==> config.mk <==
export PLATFORM = sky130hd
export DESIGN_NAME = operand_sel_sync
export DESIGN_NICKNAME = d
export VERILOG_FILES = /design/src/rtl/operand_sel_sync.sv
export SDC_FILE = /design/constraint.sdc
export NUM_CORES = 1
export LEC_CHECK = 0
export CAP_MARGIN = 25
export CORE_MARGIN = 4
export CORE_UTILIZATION = 30
export CTS_BUF_LIST = sky130_fd_sc_hd__clkbuf_4 sky130_fd_sc_hd__clkbuf_8
export DETAILED_ROUTE_END_ITERATION = 8
export PLACE_DENSITY = 0.6
export SYNTH_ARGS = -nofsm -noshare
export SYNTH_HDL_FRONTEND = slang
export SYNTH_SLANG_ARGS = --single-unit
==> constraint.sdc <==
create_clock -name clk -period 0.8 [get_ports clk]
set_input_delay 0.24 -clock clk [delete_from_list [all_inputs] [get_ports clk]]
set_output_delay 0.24 -clock clk [all_outputs]
set_load 0.01 [all_outputs]
Fig. 1: clock wires, drivers and flops
Scale bar: 20 um.
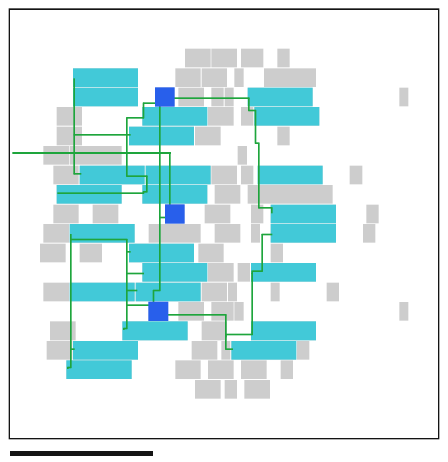
- clock wires: green (length 232 um)
- cells driving clock nets: blue (count 3)
- flip-flops: cyan (count 24)
- routed clock nets: 4
Clock Skews: 0.0004859 ns
clock network power share: 22.8%
clk pwr: 484 uW

Fig. 2: zoomed window
Region (5, 5) to (25, 25) um. Cells in gray, sequential cells in the stronger gray; small squares are vias.
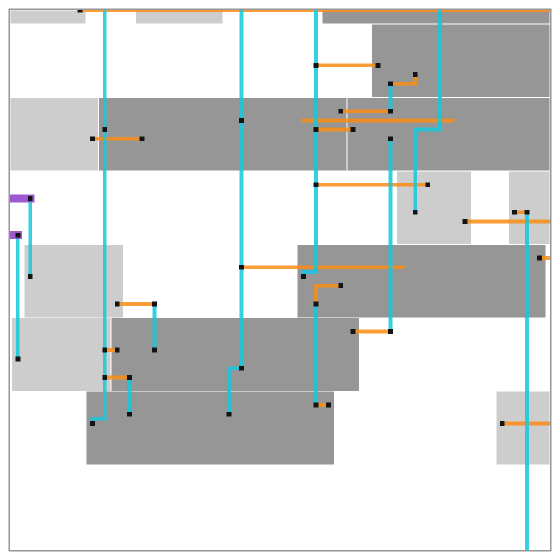
- met2: cyan
- met1: orange
- met3: purple
- cells with their middle in the window: 11
- most frequent: dfrtp_1 (6), clkdlybuf4s50_1 (4), clkbuf_4 (1)
- sequential cells in the window: 6

Fig. 3: clock wiring as the flow saved it
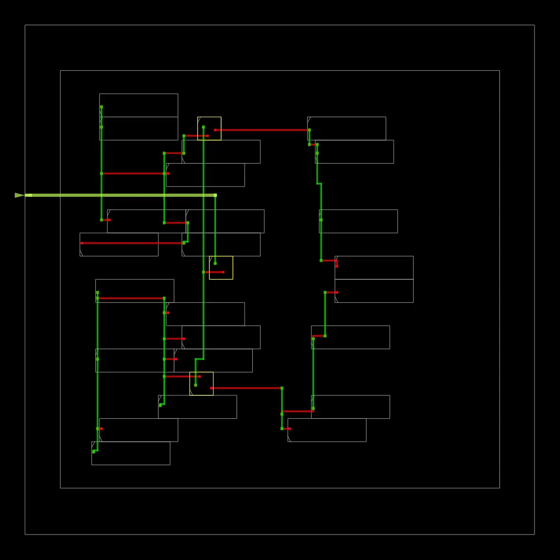
latest clock arrival within the worst-skew pair: 0.30 ns
Flops: 24
CTS sink count: 24

Fig. 4: metal layers overlaid
Scale bar: 20 um.
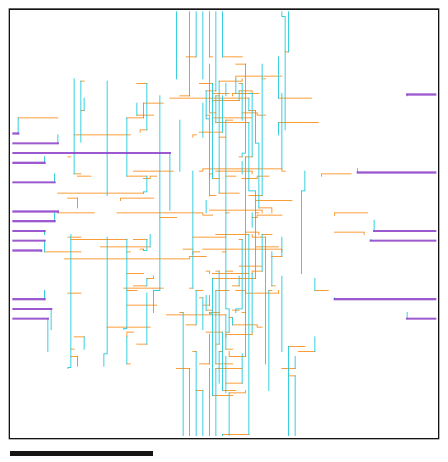
- met3: purple (wire length 128 um)
- met2: cyan (wire length 829 um)
- met1: orange (wire length 426 um)
drt total wl: 1382 um
Wirelength per Cell: 11.33 um
Global Route Usage Sum: 8.562%
via count: 501

==> results.txt <==
Init Core Util -> 31.85%
Clock root cell -> clkbuf_4
Status -> finished with violations
Max Cap Viol -> 0
Yosys warnings -> 0
Reg2reg path depth -> 2
Failing checks -> setup timing
Post-Syn Area -> 803.3 um^2
Compound Share, Synth -> 5.452%
Max Fclk -> 0.9531 GHz
Slew Limit Fails -> 0
H-tree levels -> 1
Port bufs -> 35
Min Clock Period, post-route -> 1.049 ns
Chip Height -> 59.75 um
Yosys adder share -> 0%
Power Total -> 2.126 mW
Row count -> 18
Number of gates on the worst path with buffers counted -> 1
Distinct lib cells -> 8
Clk pin slew, worst setup/hold paths -> 0.11 ns
Final Hold Fails -> 0
Yosys synthesis chip area -> 803.3 um^2
Crit path max-delay cell type -> dfrtp_1
Final worst slack -> -0.2492 ns
Setup TNS -> -1.931 ns
Final worst-path cycle share -> 131.2%
Top delay family on crit path -> flip-flops
Pint -> 1.678 mW
Hold Slack -> 0.2687 ns
Place WS -> -0.5145 ns
Setup violators final -> 8
Synth Instances -> 54
CTS Buf Count -> 3
Synthesized registers -> 24
Num ports -> 40
Drt pass-1 iters -> 2
Crit-path cells -> buf_2
==> per-stage QoR <==
stage,area [um^2],utilization [%],cells
final,1222,48.46,122
after global routing,1222,48.46,122
after CTS,1222,48.46,122
after detailed placement,1210,47.97,118
after global placement,1210,47.97,118
after floorplan,807.0,-,55
==> metal layers <==
metal | vias to the layer above | global-route usage (%) | wire length, um
li1 | 248 | - | -
met1 | 234 | 7.956 | 425
met4 | 0 | 4.747 | 0
met5 | - | 0 | 0
met3 | 0 | 2.808 | 128
met2 | 19 | 16.05 | 828
==> cell families (layout without fill, tap and decap cells) <==
family / Yosys count / after routing
and+or+nand+nor: 8 / 8
buffers and inverters: 5 / 42
AOI/OAI and AO/OA: 8 / 8
muxes: 8 / 8
other: 1 / 2
DFF: 24 / 24
==> cells in the mapped netlist <==
| library cell | number | area (um^2) |
|---|---|---|
| dfrtp_1 | 24 | 600.6 |
| mux2i_1 | 8 | 80.08 |
| conb_1 | 1 | 3.750 |
| nor2_1 | 8 | 30.03 |
| buf_4 | 3 | 22.52 |
| buf_6 | 2 | 22.52 |
| a21oi_1 | 7 | 35.03 |
| a21oi_2 | 1 | 8.760 |
==> power by group through the flow <==
stage / Combinational, mW / Sequential (mW) / Clock [mW]
2_1_floorplan: 0.0932 / 1.35 / 0
3_3_place_gp: 0.361 / 1.33 / 0
4_1_cts: 0.348 / 1.30 / 0.518
3_5_place_dp: 0.363 / 1.33 / 0
6_report: 0.341 / 1.30 / 0.484
5_1_grt: 0.371 / 1.31 / 0.577
==> what timing repair did <==
item,in CTS,in global routing
endpoints found under the setup margin,16,8
resized,34,0
cloned,1,0
setup buffers,0,0
hold buffers,0,0
==> placed cells by master (no fill, tap or decap) <==
cell type and count:
clkbuf_4 3, conb_1 2, clkdlybuf4s50_1 25, dfrtp_1 24
bufbuf_16 1, nor2_1 8, a21oi_1 7, a21oi_2 1
buf_12 3, mux2i_1 8, buf_2 8, dlygate4sd2_1 2
==> area by class of cell <==
type	count	area, um^2
fill	234	1300
multi-input combinational	26	161.4
sequential	24	600.6
tap	30	37.54
timing repair buffer	39	400.4
clock buffer	3	22.52
Power figures rest on the tool's default switching activity, not on a simulated workload.
